$ cat src/rtl/ex_ctrl_seq_if.sv
// ex_ctrl_seq_if: ID/EX control-word handshake in, registered execute controls out.
// master = upstream driver / EX-MEM side, slave = ex_ctrl_seq.
interface ex_ctrl_seq_if #(
  parameter int unsigned EX_W      = 4,
  parameter int unsigned ALU_CNT_W = 3
);
  localparam int unsigned SCNT_W = 16;

  logic                 in_valid;
  logic                 in_ready;
  logic [EX_W-1:0]      ex;
  logic [1:0]           jump_t;
  logic                 slt;
  logic                 sign_bit;
  logic                 lui;
  logic                 flush;
  logic                 out_ready;
  logic                 out_valid;
  logic                 m2_3_cnt;
  logic                 m2_4_cnt;
  logic                 m2_5_cnt;
  logic                 m2_6_cnt;
  logic [1:0]           m4_1_cnt;
  logic [ALU_CNT_W-1:0] alu_cnt;
  logic                 stall;
  logic [SCNT_W-1:0]    stall_cnt;

  modport master (
    output in_valid, ex, jump_t, slt, sign_bit, lui, flush, out_ready,
    input  in_ready, out_valid, m2_3_cnt, m2_4_cnt, m2_5_cnt, m2_6_cnt,
           m4_1_cnt, alu_cnt, stall, stall_cnt
  );

  modport slave (
    input  in_valid, ex, jump_t, slt, sign_bit, lui, flush, out_ready,
    output in_ready, out_valid, m2_3_cnt, m2_4_cnt, m2_5_cnt, m2_6_cnt,
           m4_1_cnt, alu_cnt, stall, stall_cnt
  );
endinterface

$ cat src/rtl/ex_ctrl_seq.sv
// ex_ctrl_seq: registered execute-stage control decode with multi-cycle op sequencing.
// Define EX_CTRL_PERF_EN to build the saturating stall-cycle counter driven on stall_cnt.
module ex_ctrl_seq #(
  parameter int unsigned EX_W      = 4,
  parameter int unsigned ALU_CNT_W = 3,
  parameter int unsigned MUL_LAT   = 4
) (
  input  logic          clk,
  input  logic          rst_n,
  ex_ctrl_seq_if.slave  bus
);
  localparam int unsigned CNT_W  = 4;
  localparam int unsigned SCNT_W = 16;
  localparam logic [CNT_W-1:0] CNT_LOAD = CNT_W'(MUL_LAT - 2);

  typedef enum logic {
    S_IDLE  = 1'b0,
    S_MULTI = 1'b1
  } state_t;

  state_t               r_state;
  logic [CNT_W-1:0]     r_cnt;
  logic                 r_out_valid;
  logic                 r_m2_3;
  logic                 r_m2_4;
  logic                 r_m2_5;
  logic                 r_m2_6;
  logic [1:0]           r_m4_1;
  logic [ALU_CNT_W-1:0] r_alu_cnt;

  logic w_in_ready;
  logic w_accept;
  logic w_consume;
  logic w_multi;
  logic w_stall;

  // rst_n gating keeps in_ready low while the block is held in reset
  assign w_in_ready = rst_n && (r_state == S_IDLE) && (!r_out_valid || bus.out_ready)
                      && !bus.flush;
  assign w_accept   = bus.in_valid && w_in_ready;
  assign w_consume  = r_out_valid && bus.out_ready;
  assign w_multi    = bus.ex[EX_W-1];
  assign w_stall    = (r_state == S_MULTI) || (bus.in_valid && !w_in_ready);

  always_ff @(posedge clk or negedge rst_n) begin
    if (!rst_n) begin
      r_state     <= S_IDLE;
      r_cnt       <= '0;
      r_out_valid <= 1'b0;
      r_m2_3      <= 1'b0;
      r_m2_4      <= 1'b0;
      r_m2_5      <= 1'b0;
      r_m2_6      <= 1'b0;
      r_m4_1      <= 2'b00;
      r_alu_cnt   <= '0;
    end else if (bus.flush) begin
      r_state     <= S_IDLE;
      r_cnt       <= '0;
      r_out_valid <= 1'b0;
    end else begin
      case (r_state)
        S_IDLE: begin
          if (w_accept) begin
            r_m2_6    <= bus.sign_bit;
            r_m2_5    <= bus.ex[2];
            r_m2_4    <= (bus.jump_t != 2'b01);
            r_m2_3    <= (bus.jump_t == 2'b11);
            r_m4_1    <= bus.slt ? 2'b10 : (bus.lui ? 2'b01 : 2'b00);
            r_alu_cnt <= bus.ex[ALU_CNT_W-1:0];
            // accept implies any held output is consumed this cycle
            if (w_multi) begin
              r_state     <= S_MULTI;
              r_cnt       <= CNT_LOAD;
              r_out_valid <= 1'b0;
            end else begin
              r_out_valid <= 1'b1;
            end
          end else if (w_consume) begin
            r_out_valid <= 1'b0;
          end
        end
        S_MULTI: begin
          if (r_cnt == '0) begin
            r_state     <= S_IDLE;
            r_out_valid <= 1'b1;
          end else begin
            r_cnt <= r_cnt - CNT_W'(1);
          end
        end
        default: begin
          r_state <= S_IDLE;
        end
      endcase
    end
  end

`ifdef EX_CTRL_PERF_EN
  logic [SCNT_W-1:0] r_stall_cnt;

  // saturating count of stalled cycles; only reset clears it
  always_ff @(posedge clk or negedge rst_n) begin
    if (!rst_n) begin
      r_stall_cnt <= '0;
    end else if (w_stall && (r_stall_cnt != '1)) begin
      r_stall_cnt <= r_stall_cnt + SCNT_W'(1);
    end
  end

  assign bus.stall_cnt = r_stall_cnt;
`else
  assign bus.stall_cnt = SCNT_W'(0);
`endif

  assign bus.in_ready  = w_in_ready;
  assign bus.stall     = w_stall;
  assign bus.out_valid = r_out_valid;
  assign bus.m2_3_cnt  = r_m2_3;
  assign bus.m2_4_cnt  = r_m2_4;
  assign bus.m2_5_cnt  = r_m2_5;
  assign bus.m2_6_cnt  = r_m2_6;
  assign bus.m4_1_cnt  = r_m4_1;
  assign bus.alu_cnt   = r_alu_cnt;

endmodule

$ cat src/flat_wrapper.sv
// flat-port wrapper written by rule: the top's interface ports become plain ports
module ex_ctrl_seq_flat 
#(
  parameter int unsigned EX_W      = 4,
  parameter int unsigned ALU_CNT_W = 3,
  parameter int unsigned MUL_LAT   = 4
)
  (clk, rst_n, bus_in_valid, bus_ex, bus_jump_t, bus_slt, bus_sign_bit, bus_lui, bus_flush, bus_out_ready, bus_in_ready, bus_out_valid, bus_m2_3_cnt, bus_m2_4_cnt, bus_m2_5_cnt, bus_m2_6_cnt, bus_m4_1_cnt, bus_alu_cnt, bus_stall, bus_stall_cnt);
  ex_ctrl_seq_if #(.EX_W(EX_W), .ALU_CNT_W(ALU_CNT_W)) bus_i ();
  input  logic clk;
  input  logic rst_n;
  input wire logic [$bits(bus_i.in_valid)-1:0] bus_in_valid;
  input wire logic [$bits(bus_i.ex)-1:0] bus_ex;
  input wire logic [$bits(bus_i.jump_t)-1:0] bus_jump_t;
  input wire logic [$bits(bus_i.slt)-1:0] bus_slt;
  input wire logic [$bits(bus_i.sign_bit)-1:0] bus_sign_bit;
  input wire logic [$bits(bus_i.lui)-1:0] bus_lui;
  input wire logic [$bits(bus_i.flush)-1:0] bus_flush;
  input wire logic [$bits(bus_i.out_ready)-1:0] bus_out_ready;
  output wire logic [$bits(bus_i.in_ready)-1:0] bus_in_ready;
  output wire logic [$bits(bus_i.out_valid)-1:0] bus_out_valid;
  output wire logic [$bits(bus_i.m2_3_cnt)-1:0] bus_m2_3_cnt;
  output wire logic [$bits(bus_i.m2_4_cnt)-1:0] bus_m2_4_cnt;
  output wire logic [$bits(bus_i.m2_5_cnt)-1:0] bus_m2_5_cnt;
  output wire logic [$bits(bus_i.m2_6_cnt)-1:0] bus_m2_6_cnt;
  output wire logic [$bits(bus_i.m4_1_cnt)-1:0] bus_m4_1_cnt;
  output wire logic [$bits(bus_i.alu_cnt)-1:0] bus_alu_cnt;
  output wire logic [$bits(bus_i.stall)-1:0] bus_stall;
  output wire logic [$bits(bus_i.stall_cnt)-1:0] bus_stall_cnt;
  assign bus_i.in_valid = bus_in_valid;
  assign bus_i.ex = bus_ex;
  assign bus_i.jump_t = bus_jump_t;
  assign bus_i.slt = bus_slt;
  assign bus_i.sign_bit = bus_sign_bit;
  assign bus_i.lui = bus_lui;
  assign bus_i.flush = bus_flush;
  assign bus_i.out_ready = bus_out_ready;
  assign bus_in_ready = bus_i.in_ready;
  assign bus_out_valid = bus_i.out_valid;
  assign bus_m2_3_cnt = bus_i.m2_3_cnt;
  assign bus_m2_4_cnt = bus_i.m2_4_cnt;
  assign bus_m2_5_cnt = bus_i.m2_5_cnt;
  assign bus_m2_6_cnt = bus_i.m2_6_cnt;
  assign bus_m4_1_cnt = bus_i.m4_1_cnt;
  assign bus_alu_cnt = bus_i.alu_cnt;
  assign bus_stall = bus_i.stall;
  assign bus_stall_cnt = bus_i.stall_cnt;
  ex_ctrl_seq #(.EX_W(EX_W), .ALU_CNT_W(ALU_CNT_W), .MUL_LAT(MUL_LAT)) u_core (.clk(clk), .rst_n(rst_n), .bus(bus_i));
endmodule
$ cat config.mk
export PLATFORM = sky130hd
export DESIGN_NAME = ex_ctrl_seq_flat
export DESIGN_NICKNAME = d
export VERILOG_FILES = /design/src/rtl/ex_ctrl_seq_if.sv /design/src/rtl/ex_ctrl_seq.sv /design/src/flat_wrapper.sv
export SDC_FILE = /design/constraint.sdc
export NUM_CORES = 1
export LEC_CHECK = 0
export CELL_PAD_IN_SITES_DETAIL_PLACEMENT = 1
export CELL_PAD_IN_SITES_GLOBAL_PLACEMENT = 1
export CORE_MARGIN = 2
export CORE_UTILIZATION = 32
export CTS_CLUSTER_SIZE = 8
export DETAILED_ROUTE_END_ITERATION = 10
export HOLD_SLACK_MARGIN = 0.02
export PLACE_DENSITY_LB_ADDON = 0.2
export RECOVER_POWER = 25
export SLEW_MARGIN = 20
export SYNTH_ARGS = -nofsm -noshare
export SYNTH_HDL_FRONTEND = slang
export SYNTH_SLANG_ARGS = --single-unit
$ cat constraint.sdc
create_clock -name clk -period 2.2 [get_ports clk]
set_input_delay 0.44 -clock clk [delete_from_list [all_inputs] [get_ports clk]]
set_output_delay 0.44 -clock clk [all_outputs]
set_load 0.01 [all_outputs]
run_1/gate_families.png
(6 px per um)
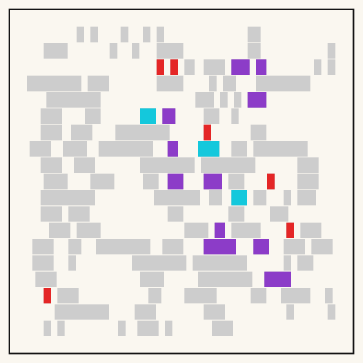
colour	family	cells
cyan	AND-OR and OR-AND gates	3
purple	inverting AOI/OAI gates	11
red	inverters	6

run_1/port_nets.png
(8 px per um)
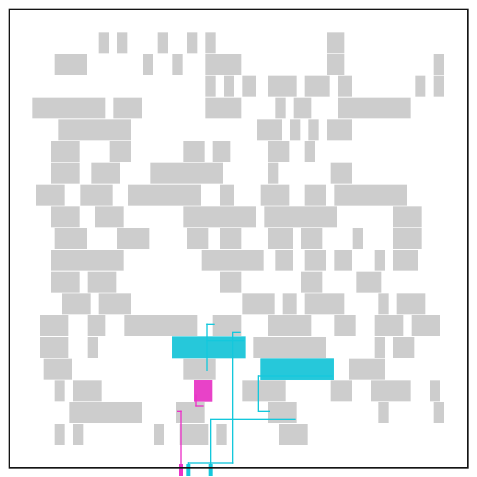
colour	port	bits	direction	end cells	buffers	wire
magenta	bus_lui	1	input	1	1	9.40 um
cyan	bus_m4_1_cnt	2	output	2	2	65.4 um

==> summary.txt, run 1 <==
Item: results of the latest flow run.

- The flow ran to the end, and the final reports show no timing, DRC or antenna violations.
- The TritonCTS clock tree is done.
- The main area contributors are sky130_fd_sc_hd__dfrtp_1 39%, sky130_fd_sc_hd__buf_4 14%, sky130_fd_sc_hd__mux2_2 7.5%.
- The total overflow left after global routing is 0.
- The top cell type in the final layout, fill and taps aside, is sky130_fd_sc_hd__clkdlybuf4s50_1.
- The terminus of the critical flop-to-flop path is u_core.bus.m4_1_cnt[1]$_DFFE_PN0P_.
- The type of element capturing the critical path is an output pin.
- For reference, the critical path cell chain is clkdlybuf4s50_1, nor2b_4, o31ai_2, nand2_1, dlygate4sd2_1.
- The post-CTS setup buffer count is 0.
- In this run the tools logged warnings totalling 27.
- Among all stages on the critical path, the maximum delay recorded is between 0.5 and 0.6 ns.
- Entering global routing, the biggest net connects 15 pins.
- The final report lists the setup-violating endpoint count as 0.
- Looking at the clock tree report, the maximum root-to-sink buffer count equals 2.
- For this run the detailed placement stage logged an HPWL of about 1500 um.
- Per the OpenROAD floorplan log, the height of the die is 57.1 um.
- In this run the cell area of the synthesized design comes to 903 um^2.
- The area of the die is between 0.003 and 0.004 mm^2.
- Summing all multi-input logic gate instances after layout gives between 400 and 500 um^2.
- The synthesized design contains 0 enable-type register cells.
- The overall routed net length is 1960 um.
- The number of nets in the layout is between 100 and 150.
- The critical path data required time is 1.76 ns.
- The achievable clock frequency is 496 MHz.
- In the Yosys report the total cell count is approximately 86.
- The number of storage elements in the synthesis netlist is 14.
- For this sky-water flow run, the detailed-routed wirelength per cell is reported as 13.2 um.
- The power after layout is around 0.73 mW.
- The accumulated negative setup slack is 0 ns.
- The worst hold path terminates at u_core.bus.m4_1_cnt[0]$_DFFE_PN0P_.
- Per the placement log, port buffering inserted 25 buffers.
- The category of the worst setup path launch point is a primary input.
- The tightest min-delay check is of the register to register type.
- The global routing report lists met2 layer usage as 21.7%.
- The die is 57.1 um wide.
- For this design the total switching power over the nets is 0.209 mW.
- After detailed routing, the met2 layer carries 940 um of wire.
- The internal power of the cells totals about 0.52 mW.
- The routed length on met3 is 154 um.
- Yosys reported that registers with async set or reset make up 100%.
- At the worst endpoint, the arrival time is 1.58 ns.
- The depth of the worst hold-timing path is 1.
- The via count normalized by instance count is 4.77.
- The critical path is of the primary input to output pin type.
- Gates resized during post-CTS repair numbered 3.
- The first TritonRoute pass finished after 2 iterations.
- The count of plain and timing-repair buffers in the layout is 31.
- The number of hold buffers added after CTS was 0.
- The number of global-route vias before repair came to 731.
- Setup repair after global routing left no endpoint under its margin.
- Combinational power for this build is approximately 0.23 mW.
- The residual antenna-violating net count after detailed routing is 0.
- The switching power as a share of total power is between 20% and 30%.
- The power of the sequential group is 0.311 mW.
- The sequential share of cell area is 29.6%.
- The worst register-to-register path has a depth of 4.
- The cell type contributing the most total cell area after synthesis is sky130_fd_sc_hd__dfrtp_1.
- The count of inserted tapcells is 31.
run_1/clock_map.png
(8 px per um)
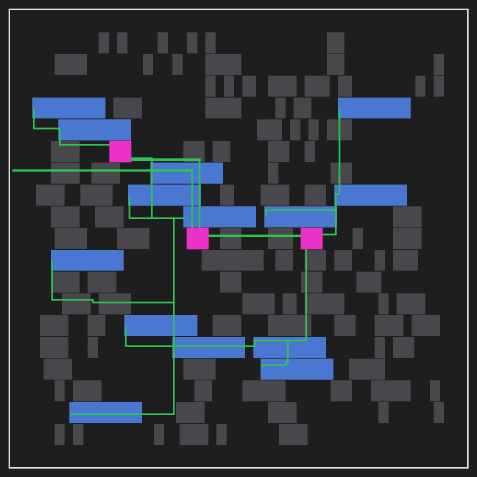
[green] clock wires | length: 231 um
[magenta] cells driving clock nets | count: 3
[blue] flip-flops | count: 14
routed clock nets	4
clock network power: 0.195 mW
clock skew: 0.00602 ns
clock insertion delay at the later pin of the skew report: 0.29 ns

run_1/wire_density.png
(6 px per um) The die is cut into 11 by 11 equal tiles; white is low, dark blue is high, scaled to the fullest tile. Values are wire area over tile area, all layers added.
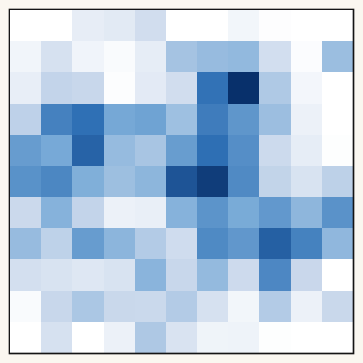
densest ninth of the die	centre
mean over tiles	0.096
tiles over half the peak	23%

## run 1: cells by family (layout without fill, tap and decap cells)
kind of cell,after synthesis,in the layout,share of synthesized area (%)
AOI/OAI and AO/OA,14,14,12.2
other,1,16,0.415
adders and majority gates,2,2,2.77
muxes,9,9,11.4
and+or+nand+nor,21,21,16.1
DFF,14,14,38.8
buffers and inverters,25,41,18.4
## run 1: registers in the layout, indices dropped and copies added (netlist names)
signal	count
u_core.r_cnt	4
u_core.bus.m4_1_cnt	2
u_core.bus.out_valid	1
u_core.r_state	1
u_core.bus.m2_4_cnt	1
u_core.bus.m2_5_cnt	1
u_core.bus.m2_6_cnt	1
u_core.bus.alu_cnt	2
u_core.bus.m2_3_cnt	1
run_1/final_congestion.png
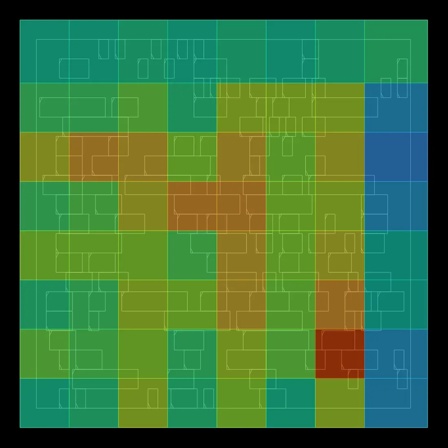

==> run 1 -> run 2 <==
--- a/config.mk
+++ b/config.mk
@@ -7,7 +7,6 @@
 export LEC_CHECK = 0
 export CELL_PAD_IN_SITES_DETAIL_PLACEMENT = 1
 export CELL_PAD_IN_SITES_GLOBAL_PLACEMENT = 1
-export CORE_MARGIN = 2
 export CORE_UTILIZATION = 32
 export CTS_CLUSTER_SIZE = 8
 export DETAILED_ROUTE_END_ITERATION = 10
run_2/final_congestion.png
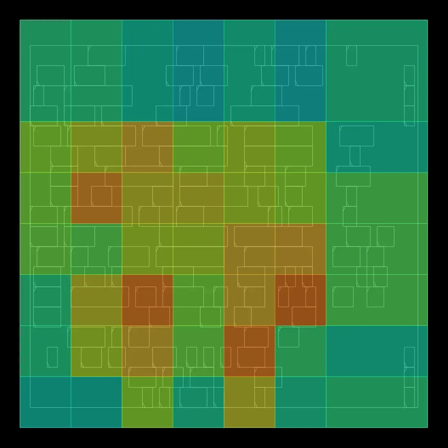
post-detailed-route wirelength per cell: 12.4 um
combined global-route utilization of all metal layers: 14.9%
GR Util met3: 4.37%
routing usage on met1: 18.3%
most congested layer reported by global routing: met2

run_2/wire_density.png
(6 px per um) The die is cut into 11 by 11 equal tiles; white is low, dark blue is high, scaled to the fullest tile. Values are wire area over tile area, all layers added.
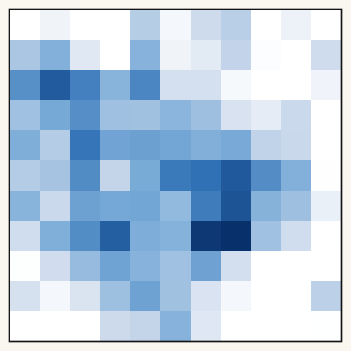
densest ninth of the die	centre
emptiest ninth of the die	upper right
nearly empty tiles	22%
Vias: 676
Total Routed Length: 1840 um

==> run 2 against run 1 <==
  * Fmax fell by 0.79%
  * Worst setup slack lost 0.016 ns
  * Largest cell class unchanged
  * Cell count stayed put
  * Core utilization rose by 2.6 points
  * Total power down 2.3%
  * Critical path type unchanged
  * Sequential share of layout area fell by 0.12 points
  * Non-clock buffer count grew 1
  * Sequential cell count is the same
  * Clock-buffer cell count stayed put
==> summary.txt, run 2 <==
Item: results of the latest flow run.

- Sorting the Yosys area breakdown by cell type puts at the top sky130_fd_sc_hd__dfrtp_1.
- The dominant kind of combinational cell is buffers and inverters.
- After synthesis the cells add up to 903 um^2.
- The category of the worst setup path launch point is a primary input.
- The xor and xnor fraction of the mapped netlist area is 0%.
- The fraction of met2 tracks used by global routing is 24.7%.
- For the worst setup path, the data required time is 1.76 ns.
- The switching power is 0.191 mW.
- The switching power as a share of total power is 26.7%.
- The power after layout is 0.714 mW.
- The worst hold path terminates at u_core.bus.m2_4_cnt$_DFFE_PN0P_.
- Measured along the x axis, the die boundary spans 55.1 um.
- The number of input and output port buffers inserted is 25.
- Per STA, the highest per-stage delay on the worst path measures 0.50 ns.
- The number of setup violations in the final report is 0.
- The maximum clock insertion buffer count is 2.
- The TritonCTS clock tree is done.
- The iteration tally of the first detailed-router pass is 4.
- The detailed placement HPWL is between 1500 and 2000 um.
- The synth_stat.txt file lists the number of cells as 86.
- The flow ran to the end, and the final reports show no timing, DRC or antenna violations.
- The internal power is 0.523 mW.
- In the detailed route, the total length drawn on met3 is 85 um.
- u_core.r_cnt holds more flip-flops than any other register.
- Entering global routing, the biggest net connects 16 pins.
- On the final layout, the worst clock skew is ~0.0012 ns.
- The multi-input gate area in the final layout is 443 um^2.
- The number of global-route vias before repair came to between 600 and 700.
- The warning total across the stage logs is 27.
- STA lists the endpoint of the worst register-to-register path as u_core.bus.m4_1_cnt[1]$_DFFE_PN0P_.
- The met2 routed wirelength is just over 900 um.
- The async set-reset flop share out of synthesis is 100%.
- The count of nets left with antenna violations once routing finished came out at 0.
- In the setup report, the worst path falls into the class primary input to output pin.
- The number of nets in the layout is 135.
- The area fraction in full adders, half adders and majority gates is 2.77%.
- The class of the tightest hold or removal check is register to register.
- Among logic cells in the layout, the one with the most instances is sky130_fd_sc_hd__clkdlybuf4s50_1.
- The share of synthesized cell area in and-or and or-and compound cells is 12.2%.
- The via count normalized by instance count is around 4.6.
- The type of element capturing the critical path is an output pin.
- Yosys reported a register bit count of 14.
- The power of the sequential group is about 0.31 mW.
## run 2: cell types whose count changed in the layout (fill, tap and decap cells not counted), sizes merged
cell,before,now
buf,4,7
clkbuf,6,4
## run 2: area by class of cell
class | instances | area share [%]
Inverter | 6 | 1.89
Sequential cell | 14 | 29.4
Clock buffer | 4 | 3.05
Tap cell | 30 | 3.15
Timing Repair Buffer | 32 | 25.2
Multi-Input combinational cell | 62 | 37.2
## run 2: timing repair
| item | CTS | global route |
|---|---|---|
| setup endpoints to repair | 2 | 0 |
| setup buffers | 0 | 0 |
| hold buffers | 0 | 0 |
| resized | 2 | 0 |
## run 2: worst max-delay path: cells and delay by family
kind | cells | cell delay, ns
compound gates | 1 | 0.24
simple gates | 1 | 0.07
buf+inv | 3 | 0.84
Power figures rest on the tool's default switching activity, not on a simulated workload.
